**config.mk**
```make
export PLATFORM = sky130hd
export DESIGN_NAME = enemy_sprite_scheduler
export DESIGN_NICKNAME = d
export VERILOG_FILES = /design/src/rtl/enemy_sprite_pkg.sv /design/src/rtl/enemy_slot_fsm.sv /design/src/rtl/enemy_sprite_scheduler.sv
export SDC_FILE = /design/constraint.sdc
export NUM_CORES = 1
export LEC_CHECK = 0
export CAP_MARGIN = 20
export CELL_PAD_IN_SITES_DETAIL_PLACEMENT = 1
export CELL_PAD_IN_SITES_GLOBAL_PLACEMENT = 1
export CORE_UTILIZATION = 45
export DETAILED_ROUTE_END_ITERATION = 8
export GPL_ROUTABILITY_DRIVEN = 0
export PLACE_DENSITY_LB_ADDON = 0.12
export SLEW_MARGIN = 20
export SYNTH_ARGS = -nofsm -noshare
export SYNTH_HDL_FRONTEND = slang
export SYNTH_SLANG_ARGS = --single-unit
```
**constraint.sdc**
```tcl
create_clock -name vga_clk -period 17.6 [get_ports vga_clk]
set_input_delay 2.64 -clock vga_clk [delete_from_list [all_inputs] [get_ports vga_clk]]
set_output_delay 2.64 -clock vga_clk [all_outputs]
set_load 0.02 [all_outputs]
```
**src/rtl/enemy_sprite_pkg.sv**
```systemverilog
// Shared sprite geometry, slot state encoding and the ROM address helper
// for the enemy sprite scheduler.
package enemy_sprite_pkg;

    localparam int SPRITE_W      = 40;
    localparam int SPRITE_H      = 66;
    localparam int FRAME_WORDS   = 2640;
    localparam int DIE_FRAME_IDX = 2;

    typedef enum logic [1:0] {HIDDEN, ALIVE, DYING} slot_state_t;

    // frame*2640 + dy*40 + dx stays below 7920, so 13-bit arithmetic cannot overflow
    function automatic logic [12:0] sprite_addr(input logic [1:0] frame,
                                                input logic [9:0] dx,
                                                input logic [9:0] dy);
        logic [12:0] base;
        base = 13'(frame) * 13'(FRAME_WORDS);
        return base + 13'(dy) * 13'(SPRITE_W) + 13'(dx);
    endfunction

endpackage

```
**src/rtl/enemy_slot_fsm.sv**
```systemverilog
// One enemy slot: lifecycle FSM, walk/die counters, frame-latched position
// and the visible flag / frame index consumed by the pixel resolver.
//
//   state  | meaning
//   HIDDEN | slot unused, never drawn
//   ALIVE  | walking, frame toggles every ANIM_DIV frame_start pulses
//   DYING  | death frame, blinks on die counter bit0, leaves after DIE_FRAMES
module enemy_slot_fsm
    import enemy_sprite_pkg::*;
#(
    parameter int ANIM_DIV   = 8,
    parameter int DIE_FRAMES = 32
) (
    input  logic       vga_clk,
    input  logic       reset_n,
    input  logic       frame_start_i,
    input  logic       spawn_i,
    input  logic       kill_i,
    input  logic [9:0] x_i,
    input  logic [9:0] y_i,
    output logic [9:0] x_o,
    output logic [9:0] y_o,
    output logic       visible_o,
    output logic       alive_o,
    output logic [1:0] frame_o
);

    localparam int AW = (ANIM_DIV > 1) ? $clog2(ANIM_DIV) : 1;
    localparam int DW = $clog2(DIE_FRAMES);
    localparam logic [AW-1:0] ANIM_LAST = AW'(ANIM_DIV - 1);
    localparam logic [DW-1:0] DIE_LAST  = DW'(DIE_FRAMES - 1);

    slot_state_t   state_q, state_d;
    logic [AW-1:0] anim_q, anim_d;
    logic          walk_q, walk_d;
    logic [DW-1:0] die_q, die_d;
    logic [9:0]    x_q, y_q;

    always_ff @(posedge vga_clk or negedge reset_n) begin
        if (!reset_n) begin
            state_q <= HIDDEN;
            anim_q  <= '0;
            walk_q  <= 1'b0;
            die_q   <= '0;
            x_q     <= '0;
            y_q     <= '0;
        end else begin
            state_q <= state_d;
            anim_q  <= anim_d;
            walk_q  <= walk_d;
            die_q   <= die_d;
            // a freshly spawned slot must not wait a whole frame for its position
            if (frame_start_i || (state_q == HIDDEN && spawn_i)) begin
                x_q <= x_i;
                y_q <= y_i;
            end
        end
    end

    always_comb begin
        state_d = state_q;
        anim_d  = anim_q;
        walk_d  = walk_q;
        die_d   = die_q;
        case (state_q)
            HIDDEN: begin
                if (spawn_i) begin
                    state_d = ALIVE;
                    anim_d  = '0;
                    walk_d  = 1'b0;
                end
            end
            ALIVE: begin
                if (kill_i) begin
                    state_d = DYING;
                    die_d   = '0;
                end else if (frame_start_i) begin
                    if (anim_q == ANIM_LAST) begin
                        anim_d = '0;
                        walk_d = ~walk_q;
                    end else begin
                        anim_d = anim_q + AW'(1);
                    end
                end
            end
            DYING: begin
                if (frame_start_i) begin
                    if (die_q == DIE_LAST) begin
                        state_d = HIDDEN;
                        die_d   = '0;
                    end else begin
                        die_d = die_q + DW'(1);
                    end
                end
            end
            default: state_d = HIDDEN;
        endcase
    end

    always_comb begin
        alive_o   = (state_q == ALIVE);
        visible_o = (state_q == ALIVE) || (state_q == DYING && !die_q[0]);
        frame_o   = (state_q == DYING) ? 2'(DIE_FRAME_IDX) : {1'b0, walk_q};
        x_o       = x_q;
        y_o       = y_q;
    end

endmodule

```
**src/rtl/enemy_sprite_scheduler.sv**
```systemverilog
// Shares one enemy sprite ROM among N_ENEMY slots: per-slot lifecycle, lowest-index
// pixel ownership, ROM address generation and hit flags aligned with rom_q.
module enemy_sprite_scheduler
    import enemy_sprite_pkg::*;
#(
    parameter int N_ENEMY    = 4,
    parameter int ANIM_DIV   = 8,
    parameter int DIE_FRAMES = 32
) (
    input  logic                 vga_clk,
    input  logic                 reset_n,
    input  logic                 frame_start,
    input  logic [9:0]           DrawX,
    input  logic [9:0]           DrawY,
    input  logic [N_ENEMY-1:0]   spawn,
    input  logic [N_ENEMY-1:0]   kill,
    input  logic [10*N_ENEMY-1:0] enemy_x,
    input  logic [10*N_ENEMY-1:0] enemy_y,
    output logic [12:0]          rom_address,
    output logic                 sprite_hit,
    output logic [1:0]           hit_id,
    output logic [N_ENEMY-1:0]   alive
);

    logic [9:0]         slot_x  [N_ENEMY];
    logic [9:0]         slot_y  [N_ENEMY];
    logic [9:0]         slot_dx [N_ENEMY];
    logic [9:0]         slot_dy [N_ENEMY];
    logic [1:0]         slot_frame [N_ENEMY];
    logic [N_ENEMY-1:0] slot_vis;
    logic [N_ENEMY-1:0] slot_in;

    for (genvar g = 0; g < N_ENEMY; g++) begin : g_slot
        enemy_slot_fsm #(
            .ANIM_DIV   (ANIM_DIV),
            .DIE_FRAMES (DIE_FRAMES)
        ) u_slot (
            .vga_clk       (vga_clk),
            .reset_n       (reset_n),
            .frame_start_i (frame_start),
            .spawn_i       (spawn[g]),
            .kill_i        (kill[g]),
            .x_i           (enemy_x[10*g +: 10]),
            .y_i           (enemy_y[10*g +: 10]),
            .x_o           (slot_x[g]),
            .y_o           (slot_y[g]),
            .visible_o     (slot_vis[g]),
            .alive_o       (alive[g]),
            .frame_o       (slot_frame[g])
        );

        // unsigned wrap turns pixels left of / above the sprite into huge offsets
        assign slot_dx[g] = DrawX - slot_x[g];
        assign slot_dy[g] = DrawY - slot_y[g];
        assign slot_in[g] = slot_vis[g] && (slot_dx[g] < 10'(SPRITE_W))
                                        && (slot_dy[g] < 10'(SPRITE_H));
    end

    logic        hit_d;
    logic [1:0]  id_d;
    logic [9:0]  dx_sel, dy_sel;
    logic [1:0]  frame_sel;
    logic [12:0] addr_d;

    always_comb begin
        hit_d     = 1'b0;
        id_d      = 2'd0;
        dx_sel    = '0;
        dy_sel    = '0;
        frame_sel = '0;
        for (int i = N_ENEMY - 1; i >= 0; i--) begin
            if (slot_in[i]) begin
                hit_d     = 1'b1;
                id_d      = 2'(i);
                dx_sel    = slot_dx[i];
                dy_sel    = slot_dy[i];
                frame_sel = slot_frame[i];
            end
        end
        addr_d = hit_d ? sprite_addr(frame_sel, dx_sel, dy_sel) : 13'd0;
    end

    logic [12:0] addr_q;
    logic        hit1_q, hit2_q;
    logic [1:0]  id1_q, id2_q;

    always_ff @(posedge vga_clk or negedge reset_n) begin
        if (!reset_n) begin
            addr_q <= '0;
            hit1_q <= 1'b0;
            id1_q  <= '0;
            hit2_q <= 1'b0;
            id2_q  <= '0;
        end else begin
            addr_q <= addr_d;
            hit1_q <= hit_d;
            id1_q  <= id_d;
            hit2_q <= hit1_q;
            id2_q  <= id1_q;
        end
    end

    assign rom_address = addr_q;
    assign sprite_hit  = hit2_q;
    assign hit_id      = id2_q;

endmodule
```
==> run_1/clock_nets.png <==
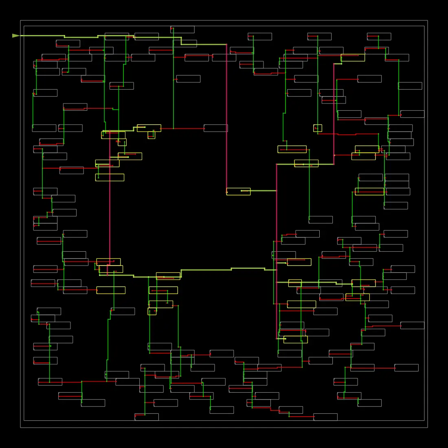
Clk power: 415 uW
Clock buffer cells: 18
clk_skew: 0.0125 ns
Insertion Delay late pin: 0.44 ns
clk sinks: 143

==> run_1/gates.png <==
Drawn at 2 px/um.
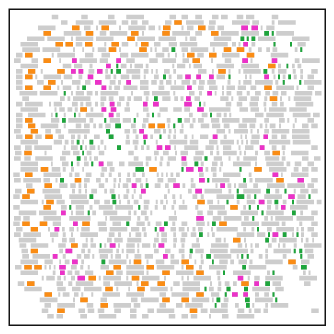
color	family	cells	where
orange	mux cells	94	all over the die
green	nand cells	110	all over the die
magenta	non-inverting ao/oa cells	71	all over the die
most frequent logic cell in the layout: dfrtp_1
combinational share of cell area: 51.2%

==> reports/qor.txt, run 1 <==
status: completed
Multiplexer share: 9.72%
capture point of the worst path: rom_address[12]$_DFF_PN0_
drt pass-1 iters: 5
final worst slack: 7.88 ns
DR vias: 9006
flip-flops: 143
Worst R2R End: rom_address[12]$_DFF_PN0_
unrepaired setup endpoints after global routing: false
initial antenna violation count: 0
top cell category: multi-input combinational cells
clock network contribution to total cell area: 4.98%
combinational fraction of design power: 41.9%
Most Crowded Layer GR: met2
Final Setup Violations: 0
Initial DRC Count: 396
crit path from: DrawY[1]
H-tree levels: 4
cell with the most instances after synthesis: dfrtp_1
setup tns final: 0 ns
# Max-Cap Violations: 0
Flop area: 3580 um^2
# Post-CTS Setup Buffers: 0
Non-Clock Inverter Count: 111
routed wl met2: 15900 um
maximum number of pins on one net before global-route repair: 74
Post-Layout Cell Count: 1591
Final Hold Viols: 0
CTS tree: yes
CP arrival: 10.03 ns
# diodes: 0
Synth async-reset ratio: 100%
top area contributor share: 33.0%
share of cells above drive strength 1: 11.0%
GRT met1 Usage: 33.3%
Synth Instances: 1137
slowest stage delay, CP: 0.71 ns
cell area after synthesis: 10800 um^2
yosys xor share: 4.89%
Worst-path clk slew: 0.06 ns
floorplan utilization: 46.0%
top cell type by total area after synthesis: dfrtp_1
# hold bufs at CTS: 0
reg2reg start: g_slot[2].u_slot.y_o[0]$_DFFE_PN0P_
Non-clk bufs: 135
Setup crit start kind: input port
Avg Cell Area, Syn: 9.53 um^2
Signal buf overhead: 10.2%
placed insts: 1563
row cnt: 56
P_seq: 447 uW
Synth logic family: AND-OR/OR-AND gates
grt met2 use: 48.8%
root buf cell: clkbuf_16
boundary pin count: 131
global-route wire length before repair: 51100 um
Worst Path Buf+Inv: 3
n_taps: 319
relative slew slack: 25.6%
simple share: 13.4%
Pleak: 0.00611 uW
Cell area leaders: dfrtp_1 33%, ha_1 13%, mux2_2 9.1%
Worst-Margin Slew: 1.11 ns
Die Ht: 157 um
==> run_1/clock_wires.png <==
Drawn at 3 px/um.
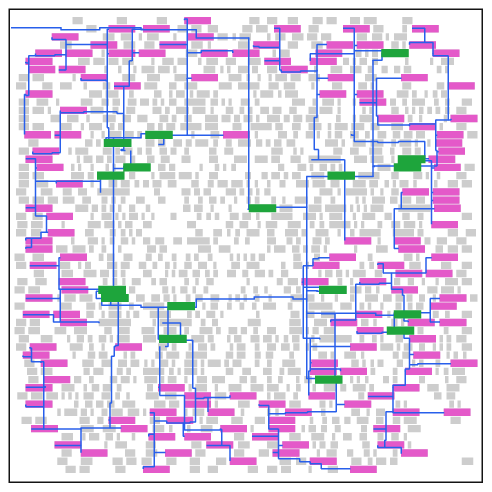
[blue] clock wires | length: 2260 um
[green] clock-net drivers | count: 17
[magenta] flip-flops | count: 143
routed clock nets	18
flops lie	all over the die
Clock power frac: 28.0%

==> run_1/layers.png <==
Drawn at 2 px/um.
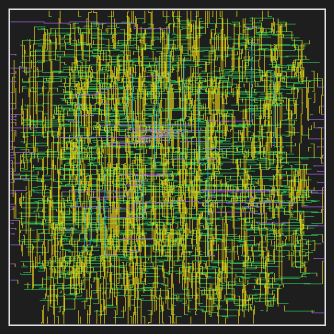
color	layer	wire length
green	M1	13700 um
purple	M3	1120 um
cyan	M4	614 um
yellow	M2	15900 um
all-layer global routing usage: 27.1%
WL per Instance: 19.7 um
final WL: 31300 um

==> run_1/m3.png <==
Drawn at 3 px/um.
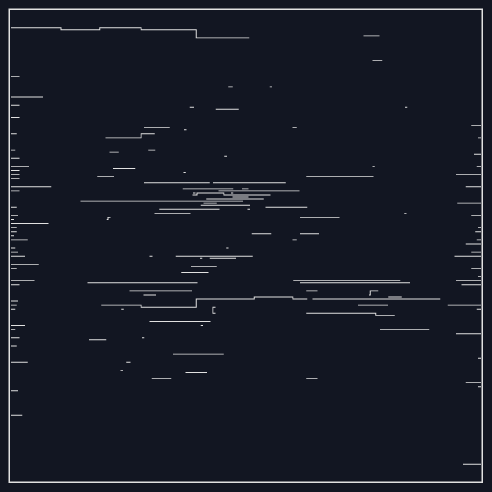

==> run 1 -> run 2 <==
--- a/config.mk
+++ b/config.mk
@@ -8,7 +8,7 @@
 export CAP_MARGIN = 20
 export CELL_PAD_IN_SITES_DETAIL_PLACEMENT = 1
 export CELL_PAD_IN_SITES_GLOBAL_PLACEMENT = 1
-export CORE_UTILIZATION = 45
+export CORE_UTILIZATION = 40
 export DETAILED_ROUTE_END_ITERATION = 8
 export GPL_ROUTABILITY_DRIVEN = 0
 export PLACE_DENSITY_LB_ADDON = 0.12
==> constraint.sdc (replaced) <==
create_clock -name vga_clk -period 8.67 [get_ports vga_clk]
set_input_delay 1.3005 -clock vga_clk [delete_from_list [all_inputs] [get_ports vga_clk]]
set_output_delay 1.3005 -clock vga_clk [all_outputs]
set_load 0.02 [all_outputs]
==> run_2/m3.png <==
Drawn at 3 px/um.
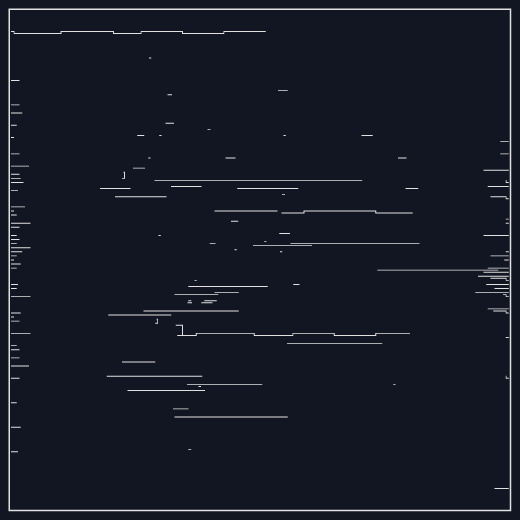
longest straight run	69.0 um
wire length on this layer	1020 um
DR vias: 8894
met3 Usage GRT: 3.90%
final WL: 31000 um

==> run 2 against run 1 <==
Net effect: the run now ends with DRC left; critical endpoint unchanged; critical path type unchanged; largest cell class unchanged; final area increased by 0.14%; sequential share of layout area about the same; highest routed layer is now met5; worst setup slack worse by 7.2 ns.
==> reports/qor.txt, run 2 <==
# diodes: 0 (unchanged)
root buf cell: clkbuf_16 (unchanged)
n_taps: 335 (was 319)
CTS tree: yes (unchanged)
crit path from: DrawY[0] (was DrawY[1])
# Max-Cap Violations: 0 (unchanged)
DRC: 6 (was 0)
Synth Instances: 1137 (unchanged)
placed insts: 1586 (was 1563)
P_seq: 906 uW (was 447 uW)
Most Crowded Layer GR: met2 (unchanged)
H-tree levels: 4 (unchanged)
top area contributor share: 33.0% (unchanged)
combinational share of cell area: 51.2% (about the same)
setup tns final: 0 ns (unchanged)
CP arrival: 8.32 ns (was 10.03 ns)
Synth async-reset ratio: 100% (unchanged)
clk_skew: 0.0142 ns (was 0.0125 ns)
status: complete, but fails checks (was completed)
Worst R2R End: rom_address[12]$_DFF_PN0_ (unchanged)
Non-clk bufs: 142 (was 135)
reg2reg start: g_slot[3].u_slot.y_o[0]$_DFFE_PN0P_ (was g_slot[2].u_slot.y_o[0]$_DFFE_PN0P_)
Avg Cell Area, Syn: 9.53 um^2 (unchanged)
relative slew slack: 44.4% (was 25.6%)
maximum number of pins on one net before global-route repair: 84 (was 74)
initial antenna violation count: 1 (was 0)
row cnt: 59 (was 56)
# Post-CTS Setup Buffers: 0 (unchanged)
top cell type by total area after synthesis: dfrtp_1 (unchanged)
Non-Clock Inverter Count: 111 (unchanged)
Post-Layout Cell Count: 1618 (was 1591)
grt met2 use: 40.0% (was 48.8%)
cell area after synthesis: 10800 um^2 (unchanged)
drt pass-1 iters: 6 (was 5)
Clock power frac: 26.2% (was 28.0%)
Setup crit start kind: input port (unchanged)
share of cells above drive strength 1: 11.8% (was 11.0%)
Multiplexer share: 9.72% (unchanged)
unrepaired setup endpoints after global routing: false (unchanged)
final worst slack: 0.671 ns (was 7.88 ns)
GRT met1 Usage: 29.5% (was 33.3%)
capture point of the worst path: rom_address[12]$_DFF_PN0_ (unchanged)
Worst-path clk slew: 0.06 ns (about the same)
# hold bufs at CTS: 0 (unchanged)
boundary pin count: 131 (unchanged)
clk sinks: 143 (unchanged)
Final Setup Violations: 0 (unchanged)
flip-flops: 143 (unchanged)
routed wl met2: 15100 um (was 15900 um)
Flop area: 3580 um^2 (unchanged)
slowest stage delay, CP: 0.50 ns (was 0.71 ns)
top cell category: multi-input combinational cells (unchanged)
clock network contribution to total cell area: 4.53% (was 4.98%)
simple share: 13.4% (unchanged)
violated checks: DRC
==> run_2/layers.png <==
Drawn at 1.5 px/um.
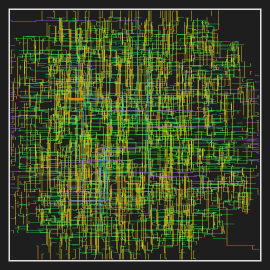
color	layer	wire length
yellow	M2	15100 um
green	M1	14200 um
orange	M5	8.30 um
purple	M3	1020 um
cyan	M4	788 um
all-layer global routing usage: 23.3%
WL per Instance: 19.2 um

==> run_2/clock_nets.png <==
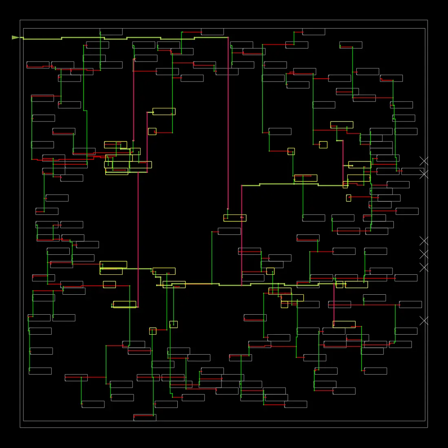

==> run 2 -> run 3 <==
--- a/config.mk
+++ b/config.mk
@@ -10,8 +10,7 @@
 export CELL_PAD_IN_SITES_GLOBAL_PLACEMENT = 1
 export CORE_UTILIZATION = 40
 export DETAILED_ROUTE_END_ITERATION = 8
-export GPL_ROUTABILITY_DRIVEN = 0
-export PLACE_DENSITY_LB_ADDON = 0.12
+export PLACE_DENSITY = 0.86
 export SLEW_MARGIN = 20
 export SYNTH_ARGS = -nofsm -noshare
 export SYNTH_HDL_FRONTEND = slang
==> run_3/clock_nets.png <==
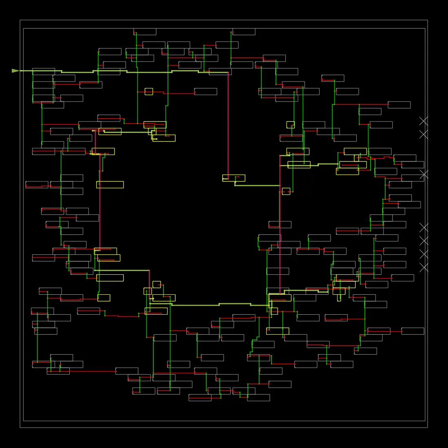
CTS buffer count: 17
clk_skew: 0.0137 ns
flip-flops: 143

==> run_3/clock_wires.png <==
Drawn at 3 px/um.
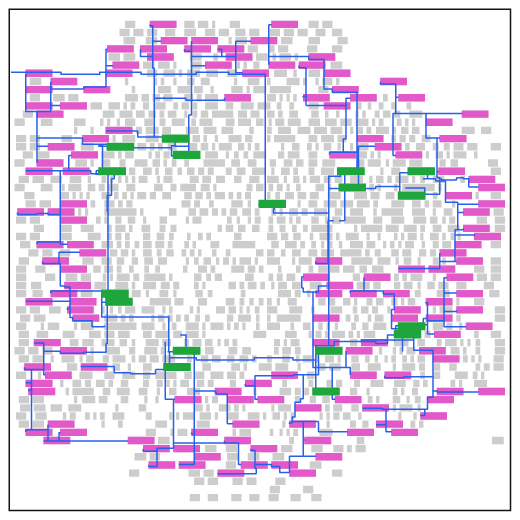
[blue] clock wires | length: 2210 um
[green] clock-net drivers | count: 17
[magenta] flip-flops | count: 143
flops lie	all over the die
Clk power: 785 uW
Clock power frac: 26.3%

==> run 3 against run 2 <==
Net effect: the flow still finishes with violations (DRC); sequential share of layout area is essentially flat; final area is essentially flat; hold slack gained 0.0011 ns; critical endpoint unchanged.
==> reports/qor.txt, run 3 <==
Non-clk bufs: 141 (was 142)
clk sinks: 143 (unchanged)
# Post-CTS Setup Buffers: 0 (unchanged)
top cell category: multi-input combinational cells (unchanged)
Post-Layout Cell Count: 1617 (was 1618)
Port Buf Inserts: 130 (unchanged)
global-route wire length before repair: 52900 um (was 50400 um)
Synth logic family: AND-OR/OR-AND gates (unchanged)
row cnt: 59 (unchanged)
relative slew slack: 38.2% (was 44.4%)
Power Density: 227 nW/um^2 (was 224 nW/um^2)
Clock buffer cells: 21 (was 18)
initial antenna violation count: 0 (was 1)
Flop area: 3580 um^2 (unchanged)
Final Hold Viols: 0 (unchanged)
violated checks: DRC (unchanged)
Design Power: 2980 uW (was 2940 uW)
cell area after synthesis: 10800 um^2 (unchanged)
grt met2 use: 42.6% (was 40.0%)
Most Crowded Layer GR: met2 (unchanged)
Comb group: 1290 uW (was 1260 uW)
Die Ht: 167 um (unchanged)
antenna violation net count after detailed routing: 0 (unchanged)
combinational fraction of design power: 43.1% (was 43.0%)
all-layer global routing usage: 24.2% (was 23.3%)
placed insts: 1585 (was 1586)
routed wl met2: 16300 um (was 15100 um)
CTS tree: yes (unchanged)
Top Layout Cells: 143 x dfrtp_1, 129 x clkdlybuf4s50_1, 113 x ha_1 (unchanged)
DRC: 7 (was 6)
Worst-path clk slew: 0.06 ns (about the same)
setup tns final: 0 ns (unchanged)
drt pass-1 iters: 7 (was 6)
Multiplexer share: 9.72% (unchanged)
top cell type by total area after synthesis: dfrtp_1 (unchanged)
combinational share of cell area: 51.1% (was 51.2%)
Signal buf overhead: 10.5% (was 10.6%)
Synth Instances: 1137 (unchanged)
floorplan utilization: 41.1% (unchanged)
root buf cell: clkbuf_16 (unchanged)
Worst R2R End: rom_address[12]$_DFF_PN0_ (unchanged)
CP arrival: 8.40 ns (was 8.32 ns)
most frequent logic cell in the layout: dfrtp_1 (unchanged)
capture point of the worst path: rom_address[12]$_DFF_PN0_ (unchanged)
Insertion Delay late pin: 0.44 ns (about the same)
boundary pin count: 131 (unchanged)
reg2reg start: g_slot[2].u_slot.y_o[2]$_DFFE_PN0P_ (was g_slot[3].u_slot.y_o[0]$_DFFE_PN0P_)
final worst slack: 0.576 ns (was 0.671 ns)
# hold bufs at CTS: 0 (unchanged)
slowest stage delay, CP: 0.75 ns (was 0.50 ns)
Worst Path Buf+Inv: 3 (was 5)
DR vias: 9242 (was 8894)
status: complete, but fails checks (unchanged)
crit path from: DrawY[1] (was DrawY[0])
unrepaired setup endpoints after global routing: false (unchanged)
# Max-Cap Violations: 0 (unchanged)
Cell area leaders: dfrtp_1 33%, ha_1 13%, mux2_2 9.1% (unchanged)
WL per Instance: 20.2 um (was 19.2 um)
met3 Usage GRT: 4.16% (was 3.90%)
final WL: 32700 um (was 31000 um)
Final Setup Violations: 0 (unchanged)
Non-Clock Inverter Count: 111 (unchanged)
simple share: 13.4% (unchanged)
n_taps: 335 (unchanged)
final core occ: 49.9% (was 49.8%)
max frequency: 124 MHz (was 125 MHz)
P_seq: 912 uW (was 906 uW)
share of cells above drive strength 1: 11.5% (was 11.8%)
Setup crit start kind: input port (unchanged)
Reg power frac: 30.6% (was 30.8%)
# diodes: 0 (unchanged)
GRT met1 Usage: 29.8% (was 29.5%)
H-tree levels: 4 (unchanged)
Worst-Margin Slew: 0.928 ns (was 0.834 ns)
clock network contribution to total cell area: 4.69% (was 4.53%)
Die W: 167 um (unchanged)
Synth async-reset ratio: 100% (unchanged)
Avg Cell Area, Syn: 9.53 um^2 (unchanged)
yosys xor share: 4.89% (unchanged)
Power and IR drop assume default switching activity.
